**config.mk**
```make
export PLATFORM = sky130hd
export DESIGN_NAME = mips_boot_loader
export DESIGN_NICKNAME = d
export VERILOG_FILES = /design/src/rtl/mips_boot_loader.sv
export SDC_FILE = /design/constraint.sdc
export NUM_CORES = 1
export LEC_CHECK = 0
export CORE_UTILIZATION = 52
export CTS_BUF_LIST = sky130_fd_sc_hd__clkbuf_8 sky130_fd_sc_hd__clkbuf_16
export CTS_CLUSTER_SIZE = 12
export DETAILED_ROUTE_END_ITERATION = 10
export HOLD_SLACK_MARGIN = 0.1
export PLACE_DENSITY = 0.74
export SYNTH_ARGS = -nofsm -noshare
export SYNTH_HDL_FRONTEND = slang
export SYNTH_SLANG_ARGS = --single-unit
```
**constraint.sdc**
```tcl
create_clock -name clk -period 1.99 [get_ports clk]
set_input_delay 0.398 -clock clk [delete_from_list [all_inputs] [get_ports clk]]
set_output_delay 0.398 -clock clk [all_outputs]
set_load 0.02 [all_outputs]
```
**src/rtl/mips_boot_loader.sv**
```systemverilog
// Framed byte-stream program loader for the MIPS cores.
// Decodes CMD/LEN/ADR/payload/CSUM frames, emits registered byte writes to
// instruction or data memory, and holds the CPU in reset until a RUN command.
module mips_boot_loader #(
  parameter int unsigned ADDR_W = 16
) (
  input  logic              clk,
  input  logic              rst,
  input  logic [7:0]        in_data,
  input  logic              in_valid,
  output logic              in_ready,
  output logic              mem_we,
  output logic              mem_sel,
  output logic [ADDR_W-1:0] mem_addr,
  output logic [7:0]        mem_wdata,
  output logic              cpu_rst,
  output logic              blk_done,
  output logic              err
);

  localparam logic [7:0] CMD_IMEM = 8'h01;
  localparam logic [7:0] CMD_DMEM = 8'h02;
  localparam logic [7:0] CMD_RUN  = 8'h03;

  typedef enum logic [2:0] {
    S_CMD,
    S_LEN0,
    S_LEN1,
    S_ADR0,
    S_ADR1,
    S_DATA,
    S_CSUM,
    S_RUN
  } state_t;

  state_t state, state_n;

  logic              take;
  logic              cmd_load;
  logic              cmd_run;
  logic              sel_q;
  logic [15:0]       len_q;
  logic [15:0]       cnt_q;
  logic [7:0]        adr_lo_q;
  logic [ADDR_W-1:0] addr_q;
  logic [7:0]        sum_q;

  // Ready in every receive state; low while in reset and once RUN is reached.
  assign in_ready = !rst && (state != S_RUN);
  assign take     = in_valid && in_ready;

  assign cmd_load = (in_data == CMD_IMEM) || (in_data == CMD_DMEM);
  assign cmd_run  = (in_data == CMD_RUN);

  // State register.
  always_ff @(posedge clk) begin
    if (rst) state <= S_CMD;
    else     state <= state_n;
  end

  // Next-state decode; every transition is gated by an accepted byte.
  always_comb begin
    state_n = state;
    if (take) begin
      case (state)
        S_CMD: begin
          if (cmd_load)     state_n = S_LEN0;
          else if (cmd_run) state_n = S_RUN;
          else              state_n = S_CMD;
        end
        S_LEN0: state_n = S_LEN1;
        S_LEN1: state_n = S_ADR0;
        S_ADR0: state_n = S_ADR1;
        S_ADR1: state_n = (len_q == 16'd0) ? S_CSUM : S_DATA;
        S_DATA: state_n = (cnt_q == 16'd1) ? S_CSUM : S_DATA;
        S_CSUM: state_n = S_CMD;
        S_RUN:  state_n = S_RUN;
        default: state_n = S_CMD;
      endcase
    end
  end

  // Frame fields, running checksum and registered memory write / status outputs.
  always_ff @(posedge clk) begin
    if (rst) begin
      sel_q     <= 1'b0;
      len_q     <= '0;
      cnt_q     <= '0;
      adr_lo_q  <= '0;
      addr_q    <= '0;
      sum_q     <= '0;
      mem_we    <= 1'b0;
      mem_sel   <= 1'b0;
      mem_addr  <= '0;
      mem_wdata <= '0;
      cpu_rst   <= 1'b1;
      blk_done  <= 1'b0;
      err       <= 1'b0;
    end else begin
      mem_we   <= 1'b0;
      blk_done <= 1'b0;
      if (take) begin
        case (state)
          S_CMD: begin
            if (cmd_load)     sel_q   <= in_data[1];
            else if (cmd_run) cpu_rst <= 1'b0;
            else              err     <= 1'b1;
          end
          S_LEN0: len_q[7:0]  <= in_data;
          S_LEN1: len_q[15:8] <= in_data;
          S_ADR0: adr_lo_q    <= in_data;
          S_ADR1: begin
            addr_q <= ADDR_W'({in_data, adr_lo_q});
            sum_q  <= '0;
            cnt_q  <= len_q;
          end
          S_DATA: begin
            mem_we    <= 1'b1;
            mem_sel   <= sel_q;
            mem_addr  <= addr_q;
            mem_wdata <= in_data;
            addr_q    <= addr_q + ADDR_W'(1);
            sum_q     <= sum_q + in_data;
            cnt_q     <= cnt_q - 16'd1;
          end
          S_CSUM: begin
            blk_done <= 1'b1;
            if (in_data != sum_q) err <= 1'b1;
          end
          default: ;
        endcase
      end
    end
  end

endmodule

```
Cell area per tile:
Scale bar: 20 um. The die is cut into 10 by 10 equal tiles; black is low, pale yellow is high, 0 to 100% covered.
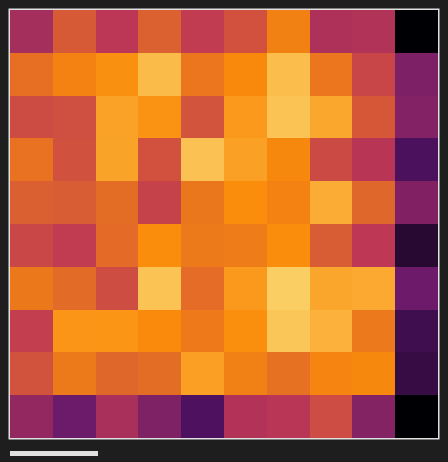
The mean over all tiles is 61%. 2.0% of the tiles are nearly empty. The fullest tile reaches 89%. 26% of the tiles are over 75% full.
end-of-flow core utilization: 67.1%
core footprint: 8720 um^2
Initial Util: 53.8%

Signal wires on met2:
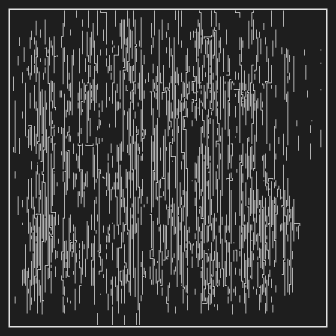
The layer carries 6000 um of wire. 572 nets have wire on it. The wires run mostly vertical.
met2 layer usage reported by global route: 42.4%
Final Routed Wirelength: 12900 um
vias post-DR: 4642

==> flow_results.xml <==
<?xml version="1.0" encoding="UTF-8"?>
<metrics>
  <group name="outcome">
    <metric name="status" unit="">complete, no violations</metric>
  </group>
  <group name="power_and_ir_drop">
    <metric name="clkPwrFrac" unit="%">33.6</metric>
    <metric name="p_switching" unit="W">0.00103</metric>
    <metric name="max-vdd-ir-drop" unit="mV">0.347</metric>
    <metric name="power.combinational.fraction" unit="%">11.8</metric>
    <metric name="intPower" unit="W">0.00263</metric>
    <metric name="total_power_density_per_cell_area" unit="nW/um^2">625</metric>
    <metric name="static-leakage-power" unit="nW">2.17</metric>
  </group>
  <group name="cells_and_area">
    <metric name="layout.clock_buffers" unit="">9</metric>
    <metric name="comb_area_share" unit="%">44.5</metric>
    <metric name="nets" unit="">680</metric>
    <metric name="fillCellCount" unit="">751</metric>
    <metric name="nonClockInverterCount" unit="">11</metric>
    <metric name="diodes" unit="">0</metric>
  </group>
  <group name="sta">
    <metric name="fmax" unit="MHz">514</metric>
    <metric name="finalSetupViolCount" unit="">0</metric>
    <metric name="finalClockPeriodUsage" unit="%">97.7</metric>
  </group>
  <group name="worst_setup_path">
    <metric name="cp_slowest_stage_delay" unit="ns">0.43</metric>
    <metric name="worstSetupStartpointType" unit="">primary input</metric>
    <metric name="crit_buf_inv" unit="">1</metric>
    <metric name="crit_chain" unit="">clkdlybuf4s50_1, ha_2, fa_2, a211oi_1, o21bai_1, a21oi_1, xnor2_1, a31o_2</metric>
  </group>
  <group name="synthesis">
    <metric name="enable_flop_cells" unit="">0</metric>
    <metric name="synth.avg_cell_area" unit="um^2">8.02</metric>
    <metric name="synth-adder-area-share" unit="%">3.09</metric>
    <metric name="logic_family" unit="">AND-OR/OR-AND gates</metric>
    <metric name="mux_share_of_post_synthesis_cell_area" unit="%">3.62</metric>
    <metric name="post_synth_xor_area_fraction" unit="%">1.49</metric>
    <metric name="postSynthSeqShare" unit="%">41.4</metric>
    <metric name="post_synth_instance_area" unit="um^2">4690</metric>
  </group>
  <group name="routing">
    <metric name="drt_drc_violations_left" unit="">0</metric>
    <metric name="first_iter_violations" unit="">242</metric>
    <metric name="route.antenna.remaining_nets" unit="">0</metric>
  </group>
  <group name="placement">
    <metric name="dpl.hpwl" unit="um">9100</metric>
    <metric name="portBuffers" unit="">40</metric>
  </group>
  <group name="clock_network">
    <metric name="post_cts.repair.setup_buffers" unit="">0</metric>
    <metric name="clockBufferDepth" unit="">2</metric>
    <metric name="cts_tree" unit="">built</metric>
  </group>
  <group name="floorplanning">
    <metric name="chipArea" unit="um^2">9410</metric>
    <metric name="ios" unit="">41</metric>
  </group>
  <group name="global_route">
    <metric name="grt_pass1_wl" unit="um">21300</metric>
  </group>
</metrics>
Signal metal coverage by tile:
Scale bar: 20 um. The die is cut into 19 by 19 equal tiles; black is low, pale yellow is high, scaled to the fullest tile. Values are wire area over tile area, all layers added.
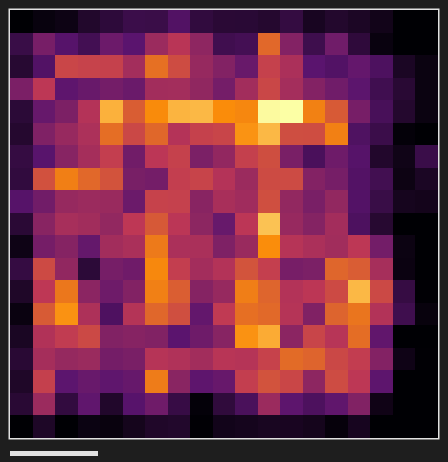
The mean over all tiles is 0.22. 25% of the tiles are over half the peak. 7.5% of the tiles are nearly empty. The fullest tile reaches 0.65.
total routing resource utilization after global routing: 28.1%
average wire per cell in the routed design: 16.8 um

Routing congestion map:
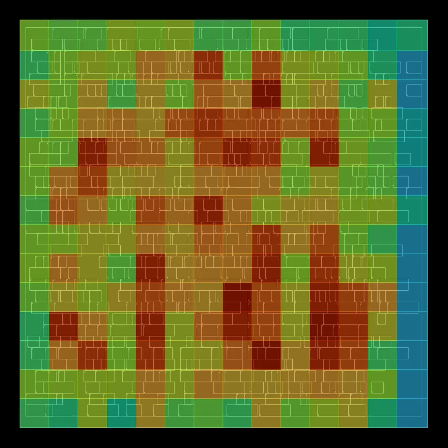
peak-usage layer in the global routing report: met2
global routing met1 resource utilization: 37.4%
met3 global-route usage: 7.15%

==> worst max path at each step <==
stage / startpoint / end / slack [ns] / depth (start not counted)
after floorplan: cnt_q[8] / cnt_q[15] / 0.002 / 7
after global placement: in_data[0] / sum_q[6] / -0.39 / 8
after detailed placement: in_data[0] / sum_q[4] / -0.45 / 9
after CTS: in_data[0] / sum_q[4] / 0.005 / 9
after global routing: cnt_q[9] / state[0] / -0.02 / 6
final: in_data[0] / sum_q[6] / 0.05 / 8
==> what timing repair did <==
action                                  CTS  global route
pin swaps                                 0             4
endpoints found under the setup margin    4            11
gates resized                             4            12
hold buffers                              0             0
==> power groups by stage <==
stage	logic (W)	registers, W	clock network, W
after floorplan	0.000251	0.00203	0
after global placement	0.000410	0.00204	0
after detailed placement	0.000417	0.00204	0
after CTS	0.000419	0.00199	0.00126
after global routing	0.000465	0.00200	0.00134
final	0.000431	0.00200	0.00123
==> sequential cells by signal, indices dropped and copies added, names as in the netlist, named ones only <==
name and count:
addr_q 16, cnt_q 16, len_q 16, mem_addr 16, adr_lo_q 8, mem_wdata 8, sum_q 8, state 2
blk_done 1, cpu_rst 1, err 1, mem_sel 1, mem_we 1, sel_q 1
==> cells in the mapped netlist (4+ instances only) <==
cell	instances	area share [%]
sky130_fd_sc_hd__dfxtp_1	97	41
sky130_fd_sc_hd__nand2_1	93	7.4
sky130_fd_sc_hd__a21oi_1	72	7.7
sky130_fd_sc_hd__nor2_1	43	3.4
sky130_fd_sc_hd__clkbuf_1	39	3.1
sky130_fd_sc_hd__o21ai_0	34	3.6
sky130_fd_sc_hd__mux2i_1	17	3.6
sky130_fd_sc_hd__nand3_1	16	1.7
sky130_fd_sc_hd__a211oi_1	15	2.4
sky130_fd_sc_hd__nor4_1	13	1.7
sky130_fd_sc_hd__ha_1	10	2.7
sky130_fd_sc_hd__inv_1	10	0.80
sky130_fd_sc_hd__nor3_1	9	0.96
sky130_fd_sc_hd__a31oi_1	8	1.1
sky130_fd_sc_hd__o21bai_1	7	1.1
sky130_fd_sc_hd__o22ai_1	7	0.93
sky130_fd_sc_hd__nor3b_1	6	0.96
sky130_fd_sc_hd__o32ai_1	6	1.1
sky130_fd_sc_hd__xnor2_1	6	1.1
sky130_fd_sc_hd__nand2b_1	5	0.67
sky130_fd_sc_hd__a21o_1	4	0.64
sky130_fd_sc_hd__a221oi_1	4	0.75
==> layer usage <==
layer | vias to the layer above | track usage, % | part of all wire [%]
met1 | 2212 | 37.4 | 44
met5 | - | 0 | 0
li1 | 2254 | - | -
met2 | 148 | 42.4 | 46
met3 | 28 | 7.15 | 6.5
met4 | 0 | 13.4 | 2.9
==> per-stage QoR <==
| stage | area, um^2 | power [W] | std cells | hold slack, ns | util, % |
|---|---|---|---|---|---|
| 2_1_floorplan | 4710 | 0.00228 | 585 | 0.436 | - |
| 3_3_place_gp | 5600 | 0.00245 | 755 | 0.443 | 64.2 |
| 3_5_place_dp | 5600 | 0.00246 | 755 | 0.447 | 64.2 |
| 4_1_cts | 5790 | 0.00367 | 771 | 0.378 | 66.4 |
| 5_1_grt | 5850 | 0.00381 | 771 | 0.407 | 67.1 |
| 6_report | 5850 | 0.00366 | 771 | 0.396 | 67.1 |
Power is estimated from default activity; no workload was simulated.
